### The metal 4 layer, run 1

Scale: 2 px per um.
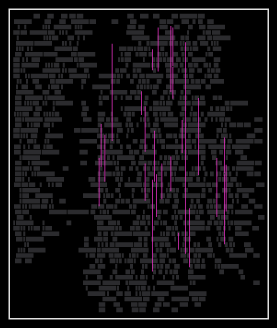
### Layout detail, run 1

Region (87, 29) to (107, 49) um. Cells in grey, sequential cells in the stronger grey; small squares are vias.
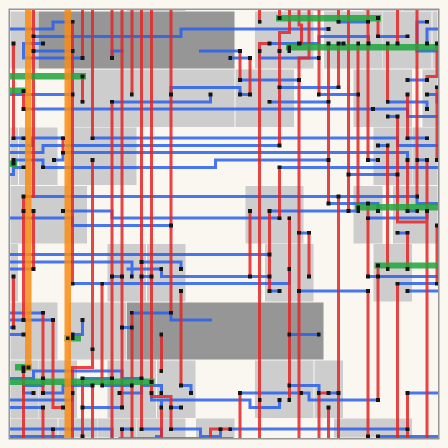
### Routing congestion map, run 1

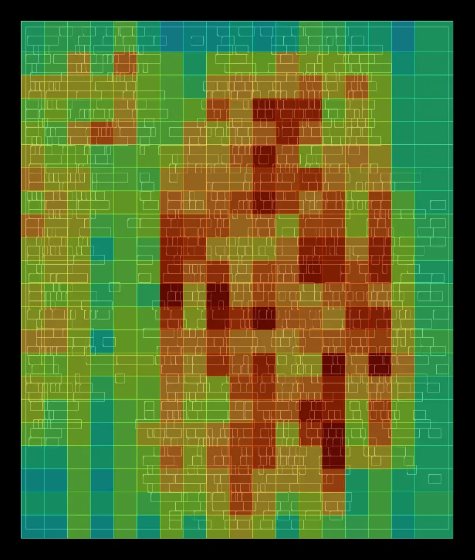
**config.mk**
```make
export PLATFORM = sky130hd
export DESIGN_NAME = instr_fetch_sequencer
export DESIGN_NICKNAME = d
export VERILOG_FILES = /design/src/rtl/instr_fetch_sequencer.sv
export SDC_FILE = /design/constraint.sdc
export NUM_CORES = 1
export LEC_CHECK = 0
export CORE_ASPECT_RATIO = 1.2
export CORE_MARGIN = 1
export CORE_UTILIZATION = 36
export CTS_BUF_LIST = sky130_fd_sc_hd__clkbuf_4
export CTS_CLUSTER_DIAMETER = 200
export DETAILED_ROUTE_END_ITERATION = 7
export MAX_ROUTING_LAYER = met4
export PLACE_DENSITY = 0.67
export SYNTH_ARGS = -nofsm -noshare
export SYNTH_HDL_FRONTEND = slang
export SYNTH_SLANG_ARGS = --single-unit
```
**constraint.sdc**
```tcl
create_clock -name clk_i -period 2.7 [get_ports clk_i]
set_clock_uncertainty 0.05 [all_clocks]
set_input_delay 0.81 -clock clk_i [delete_from_list [all_inputs] [get_ports clk_i]]
set_output_delay 0.81 -clock clk_i [all_outputs]
set_load 0.05 [all_outputs]
```
**src/rtl/instr_fetch_sequencer.sv**
```systemverilog
// Instruction fetch sequencer: issues sequential fetch requests over a req/ack
// handshake and feeds returned words into the instruction buffer slots.
module instr_fetch_sequencer #(
  parameter int unsigned           INSTR_WORD_SIZE = 32,
  parameter int unsigned           ADDR_WIDTH      = 32,
  parameter int unsigned           BS              = 16,
  parameter int unsigned           PC_STEP         = 4,
  parameter logic [ADDR_WIDTH-1:0] RESET_PC        = '0
) (
  input  logic                       clk_i,
  input  logic                       rst_ni,
  input  logic                       start_i,
  input  logic                       stall_i,
  input  logic                       redirect_valid_i,
  input  logic [ADDR_WIDTH-1:0]      redirect_pc_i,
  output logic                       mem_req_o,
  output logic [ADDR_WIDTH-1:0]      mem_addr_o,
  input  logic                       mem_ack_i,
  input  logic [INSTR_WORD_SIZE-1:0] mem_rdata_i,
  output logic [INSTR_WORD_SIZE-1:0] instr_in_o,
  output logic [$clog2(BS)-1:0]      buffer_index_o,
  output logic                       wr_valid_o,
  output logic                       buf_primed_o,
  output logic                       flush_o
);

  localparam int unsigned IDX_W  = $clog2(BS);
  localparam int unsigned FILL_W = IDX_W + 1;

  typedef enum logic [1:0] {
    IDLE = 2'd0,
    REQ  = 2'd1,
    HOLD = 2'd2
  } state_e;

  state_e                     state_q,   state_d;
  logic [ADDR_WIDTH-1:0]      pc_q,      pc_d;
  logic                       mem_req_q, mem_req_d;
  logic [ADDR_WIDTH-1:0]      mem_addr_q, mem_addr_d;
  logic [INSTR_WORD_SIZE-1:0] instr_q,   instr_d;
  logic [IDX_W-1:0]           idx_q,     idx_d;
  logic [IDX_W-1:0]           wr_ptr_q,  wr_ptr_d;
  logic [FILL_W-1:0]          fill_q,    fill_d;
  logic                       wr_valid_q, wr_valid_d;
  logic                       primed_q,  primed_d;
  logic                       flush_q,   flush_d;

  logic [ADDR_WIDTH-1:0]      pc_inc;
  logic                       fill_full;

  assign pc_inc    = pc_q + ADDR_WIDTH'(PC_STEP);
  assign fill_full = (fill_q == FILL_W'(BS));

  // Next-state and next-output logic
  always_comb begin
    state_d    = state_q;
    pc_d       = pc_q;
    mem_req_d  = mem_req_q;
    mem_addr_d = mem_addr_q;
    instr_d    = instr_q;
    idx_d      = idx_q;
    wr_ptr_d   = wr_ptr_q;
    fill_d     = fill_q;
    wr_valid_d = 1'b0;
    flush_d    = 1'b0;
    primed_d   = fill_full;

    case (state_q)
      IDLE: begin
        if (start_i) begin
          state_d    = REQ;
          mem_req_d  = 1'b1;
          mem_addr_d = pc_q;
        end
      end

      REQ, HOLD: begin
        if (redirect_valid_i) begin
          // Redirect beats a same-cycle ack; the returned word is dropped
          state_d    = stall_i ? HOLD : REQ;
          pc_d       = redirect_pc_i;
          mem_req_d  = 1'b0;
          mem_addr_d = redirect_pc_i;
          fill_d     = '0;
          primed_d   = 1'b0;
          flush_d    = 1'b1;
        end else if (state_q == HOLD) begin
          if (!stall_i) begin
            state_d    = REQ;
            mem_req_d  = 1'b1;
            mem_addr_d = pc_q;
          end
        end else if (!mem_req_q) begin
          // Bubble after a redirect: raise the request unless stalled
          if (stall_i) begin
            state_d = HOLD;
          end else begin
            mem_req_d  = 1'b1;
            mem_addr_d = pc_q;
          end
        end else if (mem_ack_i) begin
          instr_d    = mem_rdata_i;
          idx_d      = wr_ptr_q;
          wr_ptr_d   = wr_ptr_q + IDX_W'(1);
          pc_d       = pc_inc;
          wr_valid_d = 1'b1;
          fill_d     = fill_full ? fill_q : fill_q + FILL_W'(1);
          mem_addr_d = pc_inc;
          if (stall_i) begin
            state_d   = HOLD;
            mem_req_d = 1'b0;
          end else begin
            state_d   = REQ;
            mem_req_d = 1'b1;
          end
        end
      end

      default: begin
        state_d   = IDLE;
        mem_req_d = 1'b0;
      end
    endcase
  end

  always_ff @(posedge clk_i or negedge rst_ni) begin
    if (!rst_ni) begin
      state_q    <= IDLE;
      pc_q       <= RESET_PC;
      mem_req_q  <= 1'b0;
      mem_addr_q <= RESET_PC;
      instr_q    <= '0;
      idx_q      <= '0;
      wr_ptr_q   <= '0;
      fill_q     <= '0;
      wr_valid_q <= 1'b0;
      primed_q   <= 1'b0;
      flush_q    <= 1'b0;
    end else begin
      state_q    <= state_d;
      pc_q       <= pc_d;
      mem_req_q  <= mem_req_d;
      mem_addr_q <= mem_addr_d;
      instr_q    <= instr_d;
      idx_q      <= idx_d;
      wr_ptr_q   <= wr_ptr_d;
      fill_q     <= fill_d;
      wr_valid_q <= wr_valid_d;
      primed_q   <= primed_d;
      flush_q    <= flush_d;
    end
  end

  assign mem_req_o      = mem_req_q;
  assign mem_addr_o     = mem_addr_q;
  assign instr_in_o     = instr_q;
  assign buffer_index_o = idx_q;
  assign wr_valid_o     = wr_valid_q;
  assign buf_primed_o   = primed_q;
  assign flush_o        = flush_q;

endmodule

```
==> notes.md, run 1 <==
Status on the layout run. Wire length on met3 landed at 1.78 mm. Counting flops and latches in the post-synthesis netlist gives 115. At the worst endpoint, the arrival time is 1770 ps. For this run, design rule violations remaining after detail routing come to 0. The number of global-route vias before repair is approximately 7,000.

According to the I/O placement log, the pin count is about 140. Floorplan core area landed at 0.0189 mm2. Grouping non-sequential cells by family puts the most area in simple AND/OR/NAND/NOR gates. As logged by OpenROAD, the buffers inserted on ports number 141.

Detail-routed net length per standard cell landed at around 18 um. Synthesized instance count landed at 846. Per the layout report, the design carries 1,866 filler cells. Total standard cell area after synthesis landed at 0.00693 mm2.

Per the synth stats, the proportion of register bits with asynchronous set or reset is 100%. For reference, the top cells by count after synthesis are nand2_1, dfrtp_1, o21ai_0. Area share of the largest cell type after synthesis landed at 41.5%. The detailed router finished its first iteration with 598 violations. The pin closest to its max-slew limit shows a slew of 735 ps. Final clock period utilization by the worst path landed at a little over nine tenths. Detailed placer's ending HPWL landed at 15.7 mm. First-pass detailed-route iteration total landed at 5. Post-CTS resize count landed at 2. Counting flops with a built-in enable in the synthesized netlist gives 0. Number of nets at floorplan landed at just over 900. The finished design was reported to have a net count of 1,072.

Number of max-slew violations in the final report landed at 0. Max capacitance violation total landed at 0. The first global-routing pass estimated 36.2 mm of wire.

Number of standard cells reported by yosys landed at between 800 and 900. The script logs the ratio of routed vias to standard cells as ~5.6. Post-synth the commonest register cell is dfrtp_1. Looking at the clock tree report, the H-tree level count equals 4. Entering global routing, the biggest net connects 59 pins. Routed length on met1 landed at 9.32 mm. Per the gpl log, the routability congestion estimate is 0.901. Total congestion overflow landed at 0. TritonCTS built the clock tree. The most common cell in the synthesized netlist is nand2_1. The worst setup path is launched from a register.

According to the timing report, the critical path is captured at mem_addr_o[31]. The setup path with the least slack is of type reg2out. Per the synthesis report, the simple-gate share of the synthesized area is about 24%. For met2 alone, demand over resource in global routing was 37.9%. On the critical path the largest part of the delay comes from buffers and inverters.

Derived from the worst setup path, the maximum achievable clock frequency is 381 MHz. Number of setup buffers added after CTS landed at 0. On the final layout, the worst hold slack is 436 ps. The number of antenna diodes in the final layout is 0. Core occupancy in the finished layout landed at approximately 49%.

Post-cts hold buffer count landed at 1. Together, buffers and inverters on the worst path number 1. In this run the worst setup path begins at mem_addr_o[31]$_DFFE_PN0P_. For reference, the final report shows the hold violation count at 0. The design draws 12,300 uW.

The flow ran to the end, and the final reports show no timing, DRC or antenna violations. Horizontal extent of the die landed at between 100 and 150 um.
About 'The metal 4 layer':
share of all routed wire: 3.1%
longest straight run: 105 um
wire length on this layer: 696 um
main direction: vertical
final routed wirelength across all metal layers: 22.5 mm
total via count in the routed design: 7,123

About 'Layout detail':
| colour | layer |
|---|---|
| blue | met1 |
| red | met2 |
| orange | met4 |
| green | met3 |
cells with their middle in the window: 29
most frequent: a21oi_1 (4)
netlist names of flops here include: pc_q (2)
sequential cells in the window: 2

About 'Routing congestion map':
met3 GRT Util: 5.98%
GRT met1 Usage: 30.0%
busiest layer in global routing: met2

[run 1: worst min-delay path by stage]
stage,from,endpoint,cells past startpoint
final,instr_in_o[20]$_DFFE_PN0P_,instr_in_o[20]$_DFFE_PN0P_,2
after detailed placement,pc_q[1]$_DFFE_PN0P_,pc_q[1]$_DFFE_PN0P_,2
after floorplan,pc_q[1]$_DFFE_PN0P_,pc_q[1]$_DFFE_PN0P_,2
after CTS,pc_q[1]$_DFFE_PN0P_,pc_q[1]$_DFFE_PN0P_,2
after global placement,pc_q[1]$_DFFE_PN0P_,pc_q[1]$_DFFE_PN0P_,2
after global routing,instr_in_o[11]$_DFFE_PN0P_,instr_in_o[11]$_DFFE_PN0P_,2
[run 1: where the power goes]
group / switching (uW) / internal (uW) / leakage, uW
Sequential: 728 / 2480 / 0.00139
Combinational: 4870 / 2880 / 0.00251
Clock: 773 / 556 / 0.000148
[run 1: registers in the layout, indices dropped and copies added (netlist names)]
signal	cells
buf_primed_o	1
buffer_index_o	4
fill_q	5
flush_o	1
instr_in_o	32
mem_addr_o	32
mem_req_o	1
pc_q	32
state_q	2
wr_ptr_q	4
wr_valid_o	1
[run 1: layout by cell type (no fill, tap or decap), types with 19 or more instances in the layout]
cell type	instances
nand3_1	27
nor2_1	45
o21ai_0	50
clkdlybuf4s50_1	116
o22ai_1	26
nand4_1	19
mux2i_1	19
a21oi_1	48
nor3_1	19
dfrtp_1	115
dlymetal6s2s_1	21
buf_4	60
nand2_1	190
[run 1: layout make-up]
class / instances / area [um2] / share of cell area [%]
inverter: 15 / 56.3 / 0.608
tap: 256 / 320 / 3.46
clock inverter: 15 / 158 / 1.70
timing repair buffer: 209 / 2070 / 22.3
sequential: 115 / 2880 / 31.1
clock buffer: 17 / 128 / 1.38
multi-input combinational: 636 / 3660 / 39.5
==> run 2, diff against run 1 <==
--- a/config.mk
+++ b/config.mk
@@ -12,7 +12,7 @@
 export CTS_CLUSTER_DIAMETER = 200
 export DETAILED_ROUTE_END_ITERATION = 7
 export MAX_ROUTING_LAYER = met4
-export PLACE_DENSITY = 0.67
+export PLACE_DENSITY_LB_ADDON = 0.3
 export SYNTH_ARGS = -nofsm -noshare
 export SYNTH_HDL_FRONTEND = slang
 export SYNTH_SLANG_ARGS = --single-unit
==> run 2 against run 1 <==
Compared with the run above:
- count of clock-buffer cells in the layout is the same
- fmax is 0.67% lower
- largest cell class unchanged
- wire length rose by 3.8%
- sequential share of layout area increased by 0.11 points
- sequential power is essentially flat
==> notes.md, run 2 <==
Status on the layout run. The flow ran to the end, and the final reports show no timing, DRC or antenna violations. Final total power landed at 12,300 uW (about the same). The detailed placer's ending HPWL came to 16.5 mm (+5.2%). Number of standard cells reported by yosys landed at 846 (unchanged).

Core occupancy in the finished layout landed at 49.0% (-0.17 points). The number of max-slew violations in the final report was 0 (unchanged). Fraction of power spent switching nets landed at 52.8% (+0.98 points). Max capacitance violation total landed at 0 (unchanged). Simple-gate portion of the synthesized area landed at 24.5% (unchanged). The horizontal extent of the die came to 129 um (unchanged). Share of power burned in registers landed at 26.3% (+0.2 points). Via count landed at 7,233 (+1.5%).

The count of buffering cells on the critical path with inverters included is 1 (unchanged). Of the combinational cells, the family taking the most area is simple AND/OR/NAND/NOR gates. The via density per instance came to 5.72 (+1.5%). The number of nets at floorplan came to 924 (unchanged).

The total congestion overflow was 0 (unchanged). Total of flip-flops plus latches after synthesis landed at 115 (unchanged). The worst setup path is launched from a register. Slew at the pin closest to its max-slew limit landed at 723 ps (-12.1 ps). The peak clock frequency supported by timing is 378 MHz (-0.67%). The number of setup buffers added after CTS was 0 (unchanged). By startpoint and endpoint, the worst setup path is classified as reg2out.

TritonCTS built the clock tree. Counting only logic cells after layout, the most numerous master is nand2_1. Synthesized instance count landed at 846 (unchanged). The final worst hold slack is 216 ps (-220 ps).

In the post-synthesis netlist, the cell with the most instances is nand2_1. The data arrival at the endpoint of the critical path was 1790 ps (+20 ps). The most used flip-flop cell after synthesis is dfrtp_1. The area share of the largest cell type after synthesis was 41.5% (unchanged).

First-pass detailed-route iteration total landed at 5 (unchanged). The clock network fraction of total power is 10.8% (about the same). Wire length of the first global-routing pass landed at 37.3 mm (+3.0%). The power dissipated by switching net loads came to 6500 uW (+2.0%). The power consumed by the clock network was 1330 uW (about the same). In the power breakdown, the biggest contributor is combinational cells. In the layout the commonest cells are nand2_1, clkdlybuf4s50_1, dfrtp_1. Total standard cell area after synthesis landed at 0.00693 mm2 (unchanged). The pin count of the biggest net entering global routing is 42 (-29%). Total count of hold-check failures in the final report landed at 0 (unchanged).

Total routed wirelength landed at 23.3 mm (+3.8%).
-- run 2: cell counts after synthesis --
No cell type changed its count.
-- run 2: cell families (layout without fill, tap and decap cells) --
group / count (synthesis) / after routing
compound gates: 228 / 228
xor+xnor: 7 / 7
fa+ha+maj: 8 / 8
buf+inv: 95 / 256
flops: 115 / 115
mux: 30 / 30
other cells: 0 / 1
simple gates: 363 / 363
-- run 2: final cells by class --
type                       instances  area (um2)
fill                            1884        9620
multi-input combinational        636        3660
inverter                          15        56.3
clock inverter                    15         160
antenna                            1        2.50
tap                              256         320
timing repair buffer             209        2030
sequential                       115        2880
clock buffer                      17         128
-- run 2: final timing paths --
| check | from | end | slack (ps) | cells past startpoint |
|---|---|---|---|---|
| max in group asynchronous | rst_ni | fill_q[3]$_DFFE_PN0P_ | 1690 | 2 |
| worst min register to register | instr_in_o[18]$_DFFE_PN0P_ | instr_in_o[18]$_DFFE_PN0P_ | 430 | 2 |
| worst max register to register | pc_q[6]$_DFFE_PN0P_ | mem_addr_o[27]$_DFFE_PN0P_ | 190 | 5 |
| min in group clk_i | instr_in_o[18]$_DFFE_PN0P_ | instr_in_o[18]$_DFFE_PN0P_ | 430 | 2 |
| worst max-delay path | mem_addr_o[27]$_DFFE_PN0P_ | mem_addr_o[27] | 50 | 1 |
| worst min-delay path | rst_ni | pc_q[4]$_DFFE_PN0P_ | 220 | 1 |
-- run 2: per-layer routing --
layer	GRT usage [%]	part of all wire [%]	vias to the layer above	routed length (um)
met5	-	0	-	0
met4	11.7	3.3	0	772
met3	5.15	8.5	58	1990
met2	39.0	47	366	11000
met1	31.1	41	3454	9540
li1	-	-	3355	-
-- run 2: what timing repair did --
action	CTS	global route
cloned	0	0
resized	11	12
setup endpoints to repair	11	12
hold buffers	0	0
pin swaps	0	0
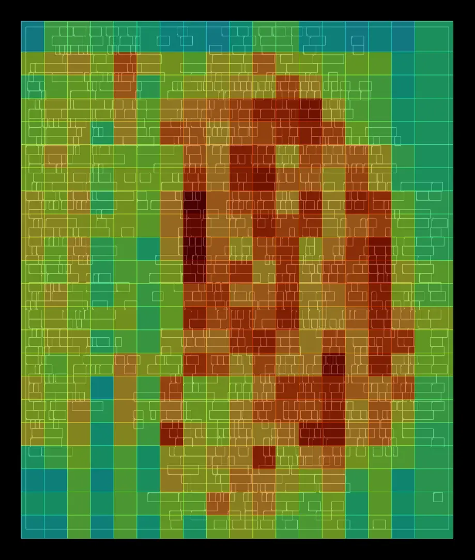
*Routing congestion map, run 2*
GRT met1 Usage: 31.1%
detailed-route wire length per cell: 18.4 um
overall fraction of global-route tracks in use: 25.1%

==> run 3, diff against run 2 <==
--- a/config.mk
+++ b/config.mk
@@ -5,12 +5,14 @@
 export SDC_FILE = /design/constraint.sdc
 export NUM_CORES = 1
 export LEC_CHECK = 0
+export CAP_MARGIN = 20
 export CORE_ASPECT_RATIO = 1.2
 export CORE_MARGIN = 1
 export CORE_UTILIZATION = 36
 export CTS_BUF_LIST = sky130_fd_sc_hd__clkbuf_4
 export CTS_CLUSTER_DIAMETER = 200
 export DETAILED_ROUTE_END_ITERATION = 7
+export HOLD_SLACK_MARGIN = 0.1
 export MAX_ROUTING_LAYER = met4
 export PLACE_DENSITY_LB_ADDON = 0.3
 export SYNTH_ARGS = -nofsm -noshare
==> run 3 against run 2 <==
Compared with the run above:
- critical path depth is the same
- via count is the same
- clock power is essentially flat
- setup slack is the same
- register-to-register slack is essentially flat
- wire length is the same
- sequential cell count is the same
- total power is the same
- synthesized cell count is the same
- utilization is the same
- critical path type unchanged
==> notes.md, run 3 <==
Status on the layout run. The capture point of the worst register-to-register path is recorded as mem_addr_o[27]$_DFFE_PN0P_. CTS saw about 120 sinks. The logic area was 0.00366 mm2 (unchanged). The final worst hold slack came to 216 ps (unchanged). The wire length of the first global-routing pass came to 37.3 mm (unchanged). Maximum fanout count along the critical path landed at 3. Footprint of the flip-flops and latches landed at 0.00288 mm2 (unchanged). TritonCTS built the clock tree.

Clock network fraction of total power landed at 10.8% (about the same). Via density per instance landed at 5.72 (unchanged). Total count of hold-check failures in the final report landed at 0 (unchanged). Sorting the Yosys area breakdown by cell type puts at the top dfrtp_1. The number of max-slew violations in the final report was 0 (unchanged). The pin count of the biggest net entering global routing is 42 (unchanged). The peak clock frequency supported by timing is 378 MHz (unchanged).

Once layout is complete, the cells apart from fillers number 1,264. Total of flip-flops plus latches after synthesis landed at 115 (unchanged). Internal power comes to 5800 uW. The slew at the pin closest to its max-slew limit came to 723 ps (unchanged). The via count was 7,233 (unchanged). Max capacitance violation total landed at 0 (unchanged). Share of power burned in registers landed at 26.3% (about the same).

The slack of the worst reg-to-reg path was 190 ps (about the same). The startpoint identified for the worst register-to-register timing path is pc_q[6]$_DFFE_PN0P_. Filler cell count in the final layout landed at 1,884 (unchanged). At the worst endpoint, the required time is approximately 1800 ps. Post-cts hold buffer count landed at 0 (unchanged).

The detail-routed net length per standard cell came to 18.4 um (unchanged). Total routed wirelength landed at 23.3 mm (unchanged). Post-CTS resize count landed at 11 (unchanged). For this run the top cell type by instance count after synthesis was nand2_1. Per STA, the worst path accumulates the most delay in the family buffers and inverters. Total congestion overflow landed at 0 (unchanged).

The synthesized instance count came to 846 (unchanged). By instance count after routing, the leading logic cell types are nand2_1, clkdlybuf4s50_1, dfrtp_1. Per the synthesis report, the adder-cell share of the synthesized area is 1.44%. Tracing the worst setup path back leads to its startpoint at mem_addr_o[27]$_DFFE_PN0P_. By area, the combinational part of the netlist is dominated by simple AND/OR/NAND/NOR gates. The commonest register cell is dfrtp_1.

Overall fraction of global-route tracks in use landed at 25.1% (unchanged). By startpoint and endpoint, the worst setup path is classified as reg2out. The number of standard cells reported by yosys was 846 (unchanged). The area share of the largest cell type after synthesis was 41.5% (unchanged). Per the cell usage report, the commonest logic cell in the layout is nand2_1. In this run the count of I/O pins placed on the die edge is 142. The flow ran to the end, and the final reports show no timing, DRC or antenna violations. Number of cells on the worst reg-to-reg path landed at 5 (unchanged). The total standard cell area after synthesis was 0.00693 mm2 (unchanged).

The simple-gate portion of the synthesized area is 24.5% (unchanged). The root buffer cell chosen for the clock tree is clkbuf_4. Detailed placer's ending HPWL landed at 16.5 mm (unchanged). Fraction of met1 tracks used by global routing landed at 31.1% (unchanged). The data arrival at the endpoint of the critical path is 1790 ps (about the same). The number of setup buffers added after CTS is 0 (unchanged). The number of nets at floorplan is 924 (unchanged). Count of buffering cells on the critical path with inverters included landed at 1 (unchanged).

The horizontal extent of the die was 129 um (unchanged). The first-pass detailed-route iteration total was 5 (unchanged). Power dissipated by switching net loads landed at 6500 uW (unchanged).

After global routing, the most crowded layer is met2. Fraction of power spent switching nets landed at 52.8% (unchanged). The worst setup path is launched from a register.
[run 3: cell families (layout without fill, tap and decap cells)]
logic type                 count (synthesis)  in the layout
DFF                                      115            115
xor gates and xnor gates                   7              7
AOI/OAI and AO/OA                        228            228
and+or+nand+nor                          363            363
muxes                                     30             30
adders and majority gates                  8              8
other                                      0              1
buffers and inverters                     95            256
[run 3: final cells by class]
type                    count  share of cell area (%)
repair buffers            209                    22.0
flip-flops and latches    115                    31.2
clock inverters            15                    1.73
multi-input cells         636                    39.6
well taps                 256                    3.47
inverters                  15                   0.610
diodes                      1                  0.0271
clock buffers              17                    1.38
[run 3: worst max path at each step]
| stage | to | slack, ps | cells after the start |
|---|---|---|---|
| floorplan | mem_addr_o[26]$_DFFE_PN0P_ | 430 | 8 |
| global placement | pc_q[21]$_DFFE_PN0P_ | 30 | 7 |
| detailed placement | mem_addr_o[6]$_DFFE_PN0P_ | 10 | 8 |
| CTS | mem_addr_o[25] | 1 | 1 |
| global route | mem_addr_o[3] | 1 | 1 |
| finish | mem_addr_o[27] | 50 | 1 |
[run 3: metrics by stage]
step	setup WS, ps	cell area (um2)	power, uW
after floorplan	434	6930	8120
after global placement	30.0	8930	10900
after detailed placement	13.2	8930	11000
after CTS	1.38	9200	12300
after global routing	1.28	9240	13100
final	54.6	9240	12300
[run 3: power by group through the flow]
stage               Clock (uW)  Combinational, uW  Sequential [uW]
CTS                       1370               7700             3230
floorplan                    0               3550             4570
finish                    1330               7740             3230
global route              1440               8310             3330
global placement             0               7670             3240
detailed placement           0               7730             3250
[run 3: layer usage]
metal	vias up	share of wire [%]
li1	3355	-
met1	3454	41
met2	366	47
met3	58	8.5
met4	0	3.3
met5	-	0
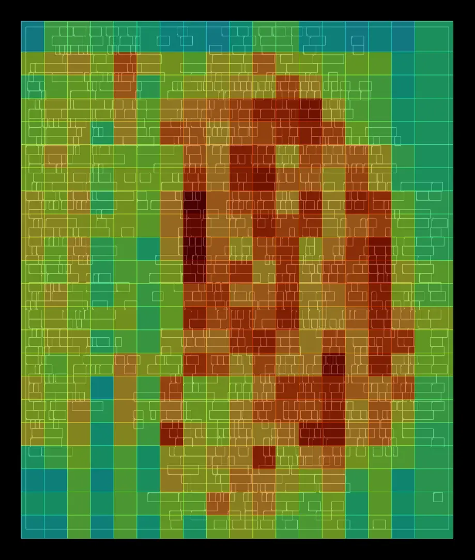
*Routing congestion map, run 3*
Global Route met2 Usage: 39.0%
share of the core filled with cells in the final layout: 49.0%
met3 GRT Util: 5.15%

Power figures rest on the tool's default switching activity, not on a simulated workload.
